===== src/rtl/fp32_div_pipe.sv =====
// fp32_div_pipe: four-stage valid/ready binary32 divider computing a * (1/b),
// with round-to-nearest-even packing and IEEE special-case resolution.

module fp32_recip #(
  parameter logic [31:0] QNAN = 32'h7FC00001
) (
  input  logic [30:0] mag_i,
  output logic [30:0] mag_o
);
  localparam logic [47:0] OneQ47 = 48'h8000_0000_0000;

  logic [7:0]  e;
  logic [22:0] m;
  logic [22:0] qm;
  logic [8:0]  re;

  // Truncating reciprocal of the magnitude; a pure power of two has qm == 0.
  always_comb begin
    e     = mag_i[30:23];
    m     = mag_i[22:0];
    qm    = 23'(OneQ47 / {24'd0, 1'b1, m});
    re    = ((m == 23'd0) ? 9'd254 : 9'd253) - {1'b0, e};
    mag_o = {re[7:0], qm};
    if (e == 8'hFF) begin
      mag_o = (m != 23'd0) ? QNAN[30:0] : 31'd0;
    end else if (e == 8'd0) begin
      mag_o = {8'hFF, 23'd0};
    end else if (re[8] || (re == 9'd0)) begin
      mag_o = 31'd0;
    end
  end
endmodule

module fp32_div_pipe #(
  parameter logic [31:0] QNAN         = 32'h7FC00001,
  parameter int unsigned FLUSH_DENORM = 1
) (
  input  logic        clk,
  input  logic        rst_n,
  input  logic        in_valid,
  output logic        in_ready,
  input  logic [31:0] in_a,
  input  logic [31:0] in_b,
  output logic        out_valid,
  input  logic        out_ready,
  output logic [31:0] out_q,
  output logic [3:0]  out_flags
);
  localparam int unsigned ProdW = 48;
  localparam int unsigned ExpW  = 10;

  // Class vector layout: {nan, inf, zero}
  function automatic logic [2:0] classify(input logic [30:0] x);
    logic nan, inf, zero;
    nan  = (x[30:23] == 8'hFF) && (x[22:0] != 23'd0);
    inf  = (x[30:23] == 8'hFF) && (x[22:0] == 23'd0);
    zero = (x[30:23] == 8'd0) && ((FLUSH_DENORM != 0) || (x[22:0] == 23'd0));
    return {nan, inf, zero};
  endfunction

  logic adv;

  logic        s0_valid_q, s1_valid_q, s2_valid_q, out_valid_q;
  logic [30:0] s0_a_q, s0_b_q, s1_a_q, s1_r_q;
  logic        s0_sign_q, s1_sign_q, s2_sign_q;
  logic [2:0]  s0_acls_q, s0_bcls_q, s1_acls_q, s1_bcls_q, s2_acls_q, s2_bcls_q;
  logic        s2_rinf_q, s2_rzero_q;
  logic [ProdW-1:0]       s2_p_q, s2_p_d;
  logic signed [ExpW-1:0] s2_e_q, s2_e_d;
  logic [31:0] out_q_q, q_d;
  logic [3:0]  out_flags_q, flags_d;

  logic [30:0] recip_in_c, recip_out_c;
  logic [23:0] ma_c, mr_c;

  assign adv       = !out_valid_q || out_ready;
  assign in_ready  = adv;
  assign out_valid = out_valid_q;
  assign out_q     = out_q_q;
  assign out_flags = out_flags_q;

  // Subnormal divisors enter the reciprocal as exact zero.
  assign recip_in_c = {s0_b_q[30:23], (s0_b_q[30:23] == 8'd0) ? 23'd0 : s0_b_q[22:0]};

  fp32_recip #(.QNAN(QNAN)) u_recip (
    .mag_i (recip_in_c),
    .mag_o (recip_out_c)
  );

  always_comb begin
    ma_c   = {1'b1, s1_a_q[22:0]};
    mr_c   = {1'b1, s1_r_q[22:0]};
    s2_p_d = ProdW'(ma_c) * ProdW'(mr_c);
    s2_e_d = $signed(ExpW'(s1_a_q[30:23])) + $signed(ExpW'(s1_r_q[30:23])) - 10'sd127;
  end

  logic [22:0]            mant_c;
  logic                   guard_c, sticky_c, rnd_c;
  logic [23:0]            sum_c;
  logic signed [ExpW-1:0] exp_pre_c, exp_rnd_c;

  // S3: normalise, round, then let the special-case priority override.
  always_comb begin
    q_d     = 32'd0;
    flags_d = 4'd0;
    if (s2_p_q[47]) begin
      mant_c    = s2_p_q[46:24];
      guard_c   = s2_p_q[23];
      sticky_c  = |s2_p_q[22:0];
      exp_pre_c = s2_e_q + 10'sd1;
    end else begin
      mant_c    = s2_p_q[45:23];
      guard_c   = s2_p_q[22];
      sticky_c  = |s2_p_q[21:0];
      exp_pre_c = s2_e_q;
    end
    rnd_c     = guard_c && (sticky_c || mant_c[0]);
    sum_c     = {1'b0, mant_c} + 24'(rnd_c);
    exp_rnd_c = exp_pre_c + $signed(ExpW'(sum_c[23]));

    if (exp_rnd_c >= 10'sd255) begin
      q_d     = {s2_sign_q, 8'hFF, 23'd0};
      flags_d = 4'b0010;
    end else if (exp_rnd_c <= 10'sd0) begin
      q_d     = {s2_sign_q, 31'd0};
      flags_d = 4'b0001;
    end else begin
      q_d     = {s2_sign_q, exp_rnd_c[7:0], sum_c[22:0]};
    end

    if (s2_acls_q[2] || s2_bcls_q[2]) begin
      q_d     = QNAN;
      flags_d = 4'b0000;
    end else if (s2_acls_q[1] && s2_bcls_q[1]) begin
      q_d     = QNAN;
      flags_d = 4'b1000;
    end else if (s2_acls_q[0] && s2_bcls_q[0]) begin
      q_d     = QNAN;
      flags_d = 4'b1000;
    end else if (s2_acls_q[1]) begin
      q_d     = {s2_sign_q, 8'hFF, 23'd0};
      flags_d = 4'b0000;
    end else if (s2_bcls_q[0]) begin
      q_d     = {s2_sign_q, 8'hFF, 23'd0};
      flags_d = 4'b0100;
    end else if (s2_acls_q[0] || s2_bcls_q[1]) begin
      q_d     = {s2_sign_q, 31'd0};
      flags_d = 4'b0000;
    end else if (s2_rinf_q) begin
      q_d     = {s2_sign_q, 8'hFF, 23'd0};
      flags_d = 4'b0010;
    end else if (s2_rzero_q) begin
      q_d     = {s2_sign_q, 31'd0};
      flags_d = 4'b0001;
    end
  end

  // Control and output registers: the only state that reset must clear.
  always_ff @(posedge clk) begin
    if (!rst_n) begin
      s0_valid_q  <= 1'b0;
      s1_valid_q  <= 1'b0;
      s2_valid_q  <= 1'b0;
      out_valid_q <= 1'b0;
      out_q_q     <= 32'd0;
      out_flags_q <= 4'd0;
    end else if (adv) begin
      s0_valid_q  <= in_valid;
      s1_valid_q  <= s0_valid_q;
      s2_valid_q  <= s1_valid_q;
      out_valid_q <= s2_valid_q;
      if (s2_valid_q) begin
        out_q_q     <= q_d;
        out_flags_q <= flags_d;
      end
    end
  end

  // Datapath registers; contents behind a clear valid bit are don't-care.
  always_ff @(posedge clk) begin
    if (adv) begin
      s0_a_q     <= in_a[30:0];
      s0_b_q     <= in_b[30:0];
      s0_sign_q  <= in_a[31] ^ in_b[31];
      s0_acls_q  <= classify(in_a[30:0]);
      s0_bcls_q  <= classify(in_b[30:0]);

      s1_a_q     <= s0_a_q;
      s1_r_q     <= recip_out_c;
      s1_sign_q  <= s0_sign_q;
      s1_acls_q  <= s0_acls_q;
      s1_bcls_q  <= s0_bcls_q;

      s2_p_q     <= s2_p_d;
      s2_e_q     <= s2_e_d;
      s2_sign_q  <= s1_sign_q;
      s2_acls_q  <= s1_acls_q;
      s2_bcls_q  <= s1_bcls_q;
      s2_rinf_q  <= (s1_r_q[30:23] == 8'hFF) && (s1_r_q[22:0] == 23'd0);
      s2_rzero_q <= (s1_r_q[30:23] == 8'd0);
    end
  end
endmodule


===== config.mk =====
export PLATFORM = sky130hd
export DESIGN_NAME = fp32_div_pipe
export DESIGN_NICKNAME = d
export VERILOG_FILES = /design/src/rtl/fp32_div_pipe.sv
export SDC_FILE = /design/constraint.sdc
export NUM_CORES = 2
export LEC_CHECK = 0
export CAP_MARGIN = 20
export CORE_ASPECT_RATIO = 1.5
export CORE_MARGIN = 1.5
export CORE_UTILIZATION = 28
export CTS_BUF_LIST = sky130_fd_sc_hd__clkbuf_8
export DETAILED_ROUTE_END_ITERATION = 16
export MAX_ROUTING_LAYER = met4
export PLACE_DENSITY = 0.45
export SLEW_MARGIN = 20
export SYNTH_ARGS = -nofsm -noshare
export SYNTH_HDL_FRONTEND = slang
export SYNTH_SLANG_ARGS = --single-unit

===== constraint.sdc =====
create_clock -name clk -period 129.2 [get_ports clk]
set_clock_uncertainty 0.15 [all_clocks]
set_input_delay 25.84 -clock clk [delete_from_list [all_inputs] [get_ports clk]]
set_output_delay 25.84 -clock clk [all_outputs]
set_load 0.02 [all_outputs]

Clock network drawn from the DEF:
The bar under the picture is 100 um long.
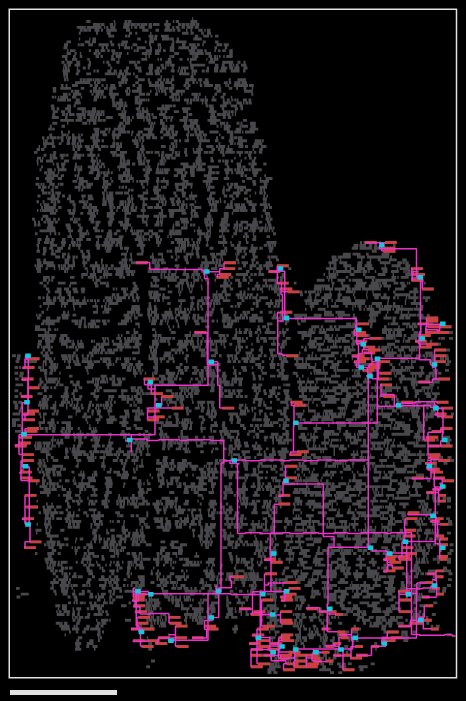
[clock wires] magenta | length: 6070 um
[flip-flops] red | count: 245
[cells driving clock nets] cyan | count: 57
routed clock nets: 58

Cell classes on the final placement:
Fill, decap, tap and diode cells in gray.
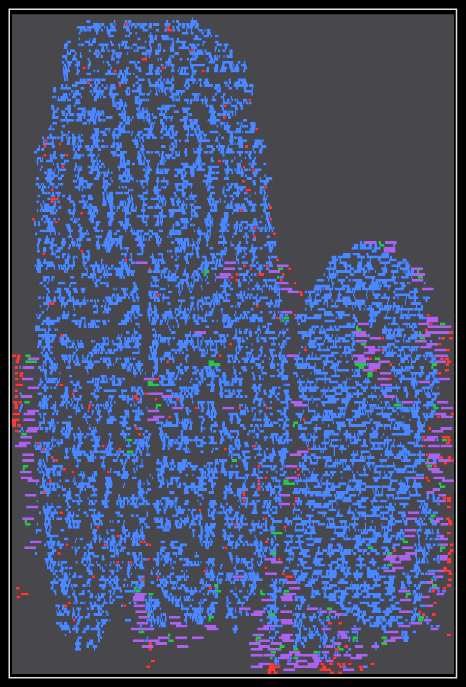
[all other logic] blue | cells: 8780 | share of their area: 86%
[other buffers and delay cells] red | cells: 269 | share of their area: 3.1%
[clock drivers and dummy loads] green | cells: 104 | share of their area: 1.6%
[flip-flops] purple | cells: 245 | share of their area: 9.3%

==> summary.txt <==
Flow results are below.

- Each instance of the synthesized netlist takes up on average about 7.7 um2.
- The CTS clock-pin slew for the worst setup and hold paths is 60 ps, for reference.
- Per the cell usage report, the commonest logic cell in the layout is nor2_1.
- The overall die area is between 200000 and 300000 um2, for reference.
- In the global route stage, met3 resource usage came out at 1.55%.
- The worst setup path category is reg2reg, for reference.
- The flow ran to the end, and the final reports show no timing, DRC or antenna violations.
- The met2 layer usage reported by global route is about two fifths, for reference.
- The count of pins on the block boundary is roughly 110, for reference.
- Adding up every negative setup slack in the final design gives 0 ps.
- The layout buffering overhead excluding clock cells is under 10%, for reference.
- The cell repeated most along the worst path is a21o_1, for reference.
- The non-clock inverters instantiated in the layout total 715.
- Registers take a little under 7000 um2.
- STA lists the maximum fanout along the critical path as approximately 55.
- Per the CTS log, the root buffer master is clkbuf_8.
- At the end of the flow the core is filled with cells to a little under a third.
- The delay of the slowest cell on the worst path is roughly 740 ps, for reference.
- The cell area reported after detailed placement is between 70000 and 80000 um2, for reference.
- Once detail routing completed, the nets flagged for antenna violations numbered 0.
- STA puts the critical path data required time at 129500 ps.
- The slowest library cell on the worst path is or4_1, for reference.
- The core utilization at floorplan is between 20% and 30%, for reference.
- The area growth from synthesis to layout is 9.10%.
- The wire length reported by the detailed router is around 280 mm, for reference.
- The number of slew-limit violations in the final report is 0, for reference.
- The peak-usage layer in the global routing report is met2, for reference.
- In this run, distinct cell masters in the synthesized netlist total 145.
- The maximum clock frequency is 0.00847 GHz, for reference.
- The minimum setup slack after placement is just over 5000 ps, for reference.
- The antenna diode count is 6, for reference.
- The minimum setup slack in the final design is roughly 11000 ps, for reference.
- The count of warnings emitted by yosys is 0, for reference.
- The number of enable-type register cells in the synthesized netlist is just over 200, for reference.
- Ranked by total area, the top cell class in this layout is multi-input combinational cells.
- The number of sinks on the clock net is roughly 250, for reference.
- In this run the tool buffered the top-level ports with 105 buffer cells.
- The end of the worst register-to-register path is s1_r_q[0]$_DFFE_PN_, for reference.
- The proportion of layout cells with a drive suffix above 1 is roughly 6%, for reference.
- Per the layout report, the design carries roughly 270 non-clock buffers.
- The yosys cell count is 9369, for reference.
- The pin slew with the least headroom to its limit is between 1000 and 1500 ps, for reference.
- The sum of overflow across all layers after global routing is 0, for reference.
- The chip area line of the yosys report is approximately 72000 um2, for reference.
- The post-detailed-route wirelength per cell is around 22 um, for reference.
- The number of clock buffer instances in the layout is between 60 and 70, for reference.
- The nature of the critical path startpoint is a register, for reference.
- The well tap count is about 3300, for reference.
- In the placement report, post-DP HPWL is listed as around 220 mm.
- 8065 cells are multi-input combinational gates.
- The global routing met1 resource utilization is ~22%, for reference.
- Measured in cells, the most critical reg-to-reg path has a length of between 600 and 700.
- The region available for standard cell placement spans 255000 um2.
- The global-route wire length before repair is about 420 mm, for reference.
- The global placement routability congestion is about 0.94, for reference.
- The final-report hold violation count is 0, for reference.
- The TritonCTS buffer count is 57, for reference.
- The fraction of the cycle the final worst path needs is slightly above 90%, for reference.
- OpenROAD emitted warnings numbering 31.
- The tightest slew margin relative to the limit is a little under a third, for reference.
- The arrival time of the worst setup path is between 100000 and 150000 ps, for reference.
Routed metal, one color a layer:
The bar under the picture is 100 um long. Two of the layers only.
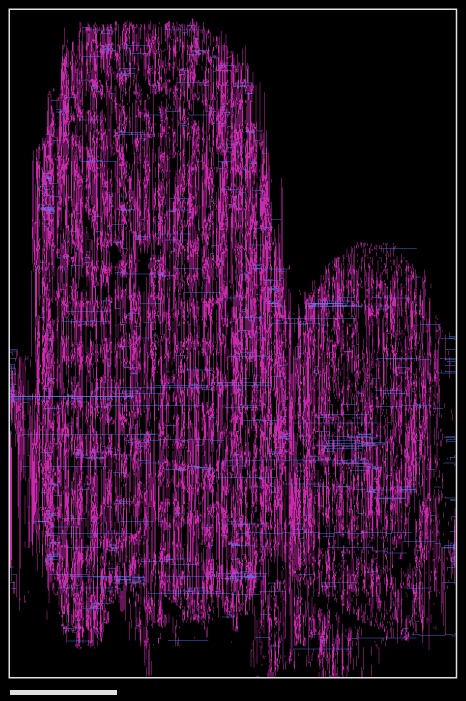
[met3] blue | wire length: 8850 um
[met2] magenta | wire length: 152 mm

[worst min-delay path by stage]
stage,from,to,slack (ps),cells past startpoint
2_1_floorplan,s0_a_q[0]$_DFFE_PN_,s1_a_q[0]$_DFFE_PN_,250,0
3_3_place_gp,s0_acls_q[2]$_DFFE_PN_,s1_acls_q[2]$_DFFE_PN_,250,0
3_5_place_dp,s0_a_q[1]$_DFFE_PN_,s1_a_q[1]$_DFFE_PN_,250,0
4_1_cts,s0_acls_q[1]$_DFFE_PN_,s1_acls_q[1]$_DFFE_PN_,190,0
5_1_grt,s0_a_q[29]$_DFFE_PN_,s1_a_q[29]$_DFFE_PN_,230,0
6_report,s0_acls_q[1]$_DFFE_PN_,s1_acls_q[1]$_DFFE_PN_,210,0
[synthesized netlist by cell type, drive strengths merged, types with 22 or more instances]
cell	count	area, um2
nand4	173	1090
nand3b	22	169
xnor2	422	3700
buf	90	505
or2	70	440
mux2i	75	769
ha	720	9010
or3	60	380
and4	37	324
clkbuf	264	992
inv	714	2680
a21o	397	2980
a21boi	47	353
nor2	881	3320
dfxtp	40	801
a22oi	37	278
nor3b	26	205
a21oi	715	3600
nand3	217	1100
o21bai	74	559
a31o	22	193
a31oi	76	490
a2111oi	36	488
o211ai	65	508
nand2b	145	907
a211o	26	228
or4	28	214
nor3	241	1250
a211oi	64	543
fa	484	9690
and3	75	474
o21ai	464	2330
xor2	199	1760
mux2	92	1040
nand2	871	3280
edfxtp	205	6160
o21a	194	1460
and2	323	2020
nor4	109	762
nor2b	105	657
o31ai	85	657
[state kept, by name, indices dropped and copies added (netlist names), 3 cells and up]
signal and count:
s2_e_q 10, s2_bcls_q 3, out_flags 4, s1_r_q 31, s0_acls_q 3, out_q 32, s1_acls_q 3, s2_p_q 48
s1_bcls_q 3, s0_bcls_q 3, s2_acls_q 3, s1_a_q 31, s0_a_q 31, s0_b_q 31
[logic make-up after synthesis]
group | after synthesis | share of synthesized area (%)
muxes | 167 | 2.52
AOI/OAI and AO/OA | 2624 | 24.7
other | 1 | 0.00521
DFF | 245 | 9.66
buffers and inverters | 1069 | 5.81
and+or+nand+nor | 3437 | 23.8
xor gates and xnor gates | 622 | 7.61
adders and majority gates | 1204 | 26.0
[routing by layer]
layer | vias to the layer above | share of wire [%]
met5 | - | 0
met4 | 0 | 5.7
met3 | 710 | 3.1
met2 | 1833 | 54
met1 | 34400 | 38
li1 | 33600 | -
[through the flow]
stage	std cells	hold slack, ps
3_3_place_gp	12600	251
2_1_floorplan	9377	250
5_1_grt	12700	226
3_5_place_dp	12600	255
6_report	12700	215
4_1_cts	12700	192
[repair_timing]
| action | 4_1_cts | 5_1_grt |
|---|---|---|
| setup buffers | 0 | 20 |
| setup endpoints to repair | 0 | 2 |
| gates resized | 0 | 58 |
